`config.mk`:
```
export PLATFORM = sky130hd
export DESIGN_NAME = seq_array_multiplier
export DESIGN_NICKNAME = d
export VERILOG_FILES = /design/src/rtl/seq_array_multiplier.sv
export SDC_FILE = /design/constraint.sdc
export NUM_CORES = 1
export LEC_CHECK = 0
export ABC_AREA = 1
export CAP_MARGIN = 20
export CORE_MARGIN = 2
export CORE_UTILIZATION = 54
export DETAILED_ROUTE_END_ITERATION = 10
export PLACE_DENSITY = 0.78
export REMOVE_ABC_BUFFERS = 1
export SYNTH_ARGS = -nofsm -noshare
export SYNTH_HDL_FRONTEND = slang
export SYNTH_SLANG_ARGS = --single-unit
```
`constraint.sdc`:
```
create_clock -name clk -period 2.5 [get_ports clk]
set_input_delay 0.75 -clock clk [delete_from_list [all_inputs] [get_ports clk]]
set_output_delay 0.75 -clock clk [all_outputs]
set_load 0.1 [all_outputs]
```
`src/rtl/seq_array_multiplier.sv`:
```
// Iterative shift-add multiplier: one partial-product row per clock, WIDTH
// rows per product, optional two's-complement operands, valid/ready on both
// the operand and the result side.
//
// state | meaning
// ------+-------------------------------------------------------------
// IDLE  | waiting for an operand pair; in_ready high
// CALC  | accumulating partial products, WIDTH cycles, fixed latency
// DONE  | product presented with out_valid until out_ready
module seq_array_multiplier #(
  parameter int WIDTH          = 4,
  parameter bit SIGNED_SUPPORT = 1'b1
) (
  input  logic                 clk,
  input  logic                 rst,
  input  logic                 in_valid,
  output logic                 in_ready,
  input  logic [WIDTH-1:0]     a,
  input  logic [WIDTH-1:0]     b,
  input  logic                 signed_mode,
  output logic                 out_valid,
  input  logic                 out_ready,
  output logic [2*WIDTH-1:0]   product,
  output logic                 busy
);

  localparam int PW = 2 * WIDTH;
  localparam int CW = (WIDTH > 2) ? $clog2(WIDTH) : 1;
  localparam logic [CW-1:0] CNT_LOAD = CW'(WIDTH - 1);

  typedef enum logic [1:0] {
    S_IDLE = 2'd0,
    S_CALC = 2'd1,
    S_DONE = 2'd2
  } state_t;

  state_t          state_q;
  state_t          state_d;

  logic [PW-1:0]   acc_q;
  logic [PW-1:0]   mcand_q;
  logic [WIDTH-1:0] mplier_q;
  logic [CW-1:0]   cnt_q;
  logic            neg_q;
  logic [PW-1:0]   product_q;

  logic            accept;
  logic            last_step;
  logic            sm_in;
  logic            a_neg_in;
  logic            b_neg_in;
  logic [WIDTH-1:0] a_mag_in;
  logic [WIDTH-1:0] b_mag_in;
  logic [PW-1:0]   acc_add;
  logic [PW-1:0]   acc_sum;
  logic [PW-1:0]   product_final;

  // Handshake qualifiers and the magnitude/sign split of the incoming operands
  always_comb begin
    accept    = in_valid && (state_q == S_IDLE);
    last_step = (state_q == S_CALC) && (cnt_q == '0);
    sm_in     = SIGNED_SUPPORT ? signed_mode : 1'b0;
    a_neg_in  = sm_in & a[WIDTH-1];
    b_neg_in  = sm_in & b[WIDTH-1];
    // The most negative value negates onto itself, which read as unsigned is
    // exactly 2^(WIDTH-1): the correct magnitude, so no special case needed.
    a_mag_in  = a_neg_in ? -a : a;
    b_mag_in  = b_neg_in ? -b : b;
  end

  // One partial-product row per cycle; the adder is unsigned and wide enough
  // that it never overflows, the sign is applied once at the end
  always_comb begin
    acc_add       = mplier_q[0] ? mcand_q : '0;
    acc_sum       = acc_q + acc_add;
    product_final = neg_q ? -acc_sum : acc_sum;
  end

  // State register
  always_ff @(posedge clk) begin
    if (rst) begin
      state_q <= S_IDLE;
    end else begin
      state_q <= state_d;
    end
  end

  // Next-state decode
  always_comb begin
    state_d = state_q;
    case (state_q)
      S_IDLE: if (accept)    state_d = S_CALC;
      S_CALC: if (last_step) state_d = S_DONE;
      S_DONE: if (out_ready) state_d = S_IDLE;
      default:               state_d = S_IDLE;
    endcase
  end

  // Output decode; rst masks in_ready so a source never sees a phantom accept
  always_comb begin
    in_ready  = (state_q == S_IDLE) && !rst;
    out_valid = (state_q == S_DONE);
    busy      = (state_q != S_IDLE);
  end

  // Datapath: operand capture, shift-add iteration and row down-counter
  always_ff @(posedge clk) begin
    if (rst) begin
      acc_q    <= '0;
      mcand_q  <= '0;
      mplier_q <= '0;
      cnt_q    <= '0;
      neg_q    <= 1'b0;
    end else if (accept) begin
      acc_q    <= '0;
      mcand_q  <= {{WIDTH{1'b0}}, a_mag_in};
      mplier_q <= b_mag_in;
      cnt_q    <= CNT_LOAD;
      neg_q    <= a_neg_in ^ b_neg_in;
    end else if (state_q == S_CALC) begin
      acc_q    <= acc_sum;
      mcand_q  <= mcand_q << 1;
      mplier_q <= mplier_q >> 1;
      if (!last_step) begin
        cnt_q <= cnt_q - 1'b1;
      end
    end
  end

  // Result register: loaded on the final row, held through and after DONE
  always_ff @(posedge clk) begin
    if (rst) begin
      product_q <= '0;
    end else if (last_step) begin
      product_q <= product_final;
    end
  end

  assign product = product_q;

endmodule

```
**Run 1: clock distribution**

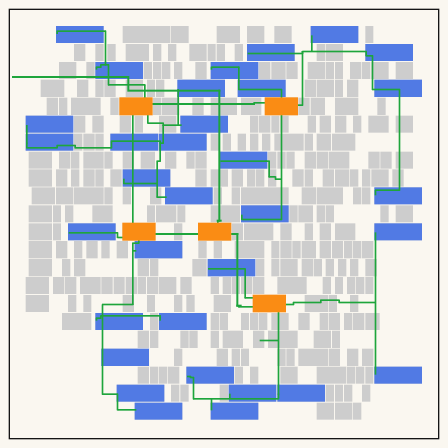
clock drivers: marked orange, count 5. flip-flops: marked blue, count 33. clock wires: marked green, length 483 µm.
Position of the flops: all over the die. There are 6 routed clock nets.
Clock Skew: 12.1 ps
Clk Latency, worst-skew pair: 290 ps
Clk network pwr share: 28.2%
P_clk: 0.393 mW

**Run 1: pin placement**

Pins as bars across the die edge, other pins in gray.
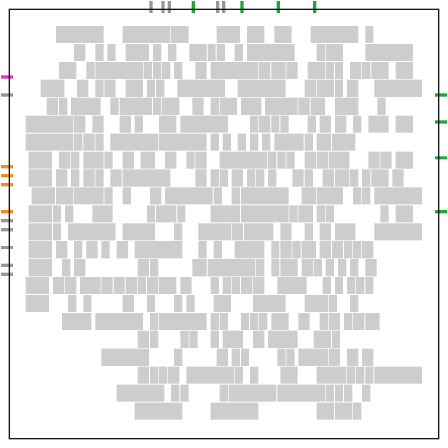
clk: marked magenta, pins 1, direction input, edge west. product: marked green, pins 8, direction output, edge 4 north, 4 east. b: marked orange, pins 4, direction input, edge west.
die height: 64.9 µm
I/O Buffers: 23
chip width: 64.9 µm

**Run 1: signal wires by layer**

Only two layers are drawn.
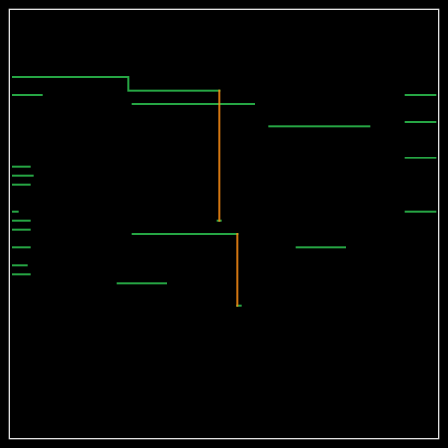
metal 3: marked green, wire length 141 µm. metal 4: marked orange, wire length 30.6 µm.
Avg WL per Cell: 11.1 µm
GRT Total Usage: 21.3%
final WL: 4090 µm

==> flow_metrics.env, run 1 <==
# physical design summary
export IMPL_vias=1854
export IMPL_yosysWarnings=0
export IMPL_timing_critical_path_buf_inv=2
export IMPL_root_buffer="clkbuf_8"
export IMPL_drtPass1Iterations=4
export IMPL_seq_area_um2=661
export IMPL_fa_ha_area_share_pct=7.87
export IMPL_p_sw_mw=0.507
export IMPL_dp_hpwl_um=3140
export IMPL_crit_required_ps=1750
export IMPL_drc=0
export IMPL_nonClkBufAreaFrac_pct=10.5
export IMPL_end_kind="output port"
export IMPL_fin_cells=370
export IMPL_maxCapViolations=0
export IMPL_netlist_area_um2=2000
export IMPL_crit_cells=3
export IMPL_ys_cells=296
export IMPL_crit_start="rst"
export IMPL_routed_via_density=5.01
export IMPL_synthMostInstantiatedCell="nand2_1"
export IMPL_run_status="finished, final reports clean"
export IMPL_finalWorstSetupSlack_ps=172
export IMPL_m1WireLength_um=1860
==> inputs of run 2 (changes only) <==
--- a/config.mk
+++ b/config.mk
@@ -12,6 +12,7 @@
 export DETAILED_ROUTE_END_ITERATION = 10
 export PLACE_DENSITY = 0.78
 export REMOVE_ABC_BUFFERS = 1
+export SETUP_SLACK_MARGIN = 0.05
 export SYNTH_ARGS = -nofsm -noshare
 export SYNTH_HDL_FRONTEND = slang
 export SYNTH_SLANG_ARGS = --single-unit
**Run 2: clock distribution**

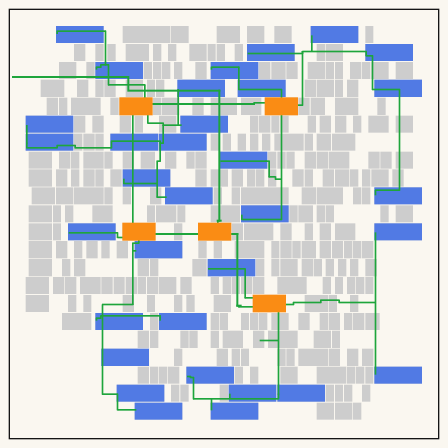

==> flow_metrics.env, run 2 <==
# physical design summary
export IMPL_run_status="finished, final reports clean"
export IMPL_drc=0
export IMPL_crit_required_ps=1750
export IMPL_crit_cells=3
export IMPL_routed_via_density=5.01
export IMPL_wl_per_cell_um=11.1
export IMPL_n_all_inverters=51
export IMPL_chipWidth_um=64.9
export IMPL_fa_ha_area_share_pct=7.87
export IMPL_r2r_start="mplier_q[0]$_SDFFE_PP0P_"
export IMPL_fin_cells=370
export IMPL_dp_hpwl_um=3140
export IMPL_hold_class="reg2reg"
export IMPL_grt_total_usage_pct=21.3
export IMPL_cts_clk_slew_worst_paths_ps=70
export IMPL_netlist_area_leader_share_pct=33.0
export IMPL_die_y_um=64.9
export IMPL_timing_critical_path_buf_inv=2
export IMPL_end_kind="output port"
export IMPL_holdPathStages=2
export IMPL_m1WireLength_um=1860
export IMPL_maxCapViolations=0
export IMPL_clock_latency_ps=290
export IMPL_grt_max_degree=23
export IMPL_seq_area_um2=661
export IMPL_skew_ps=12.1
export IMPL_dp_cells=362
export IMPL_syn_inst=296
export IMPL_finalPower_mw=1.39
export IMPL_drtPass1Iterations=4
export IMPL_p_clk_share_pct=28.2
export IMPL_crit_fanout=2
export IMPL_endpoint="in_ready"
export IMPL_p_sw_mw=0.507
export IMPL_crit_start="rst"
export IMPL_nNonClkBuffers=27
export IMPL_met2_usage_pct=39.6
export IMPL_nonClkBufAreaFrac_pct=10.5
export IMPL_whs_endpoint="cnt_q[0]$_SDFFE_PP0P_"
export IMPL_flops=33
export IMPL_wl_um=4090
export IMPL_ys_cells=296
export IMPL_synthMostInstantiatedCell="nand2_1"
export IMPL_io_buffer_count=23
Power is estimated from default activity; no workload was simulated.
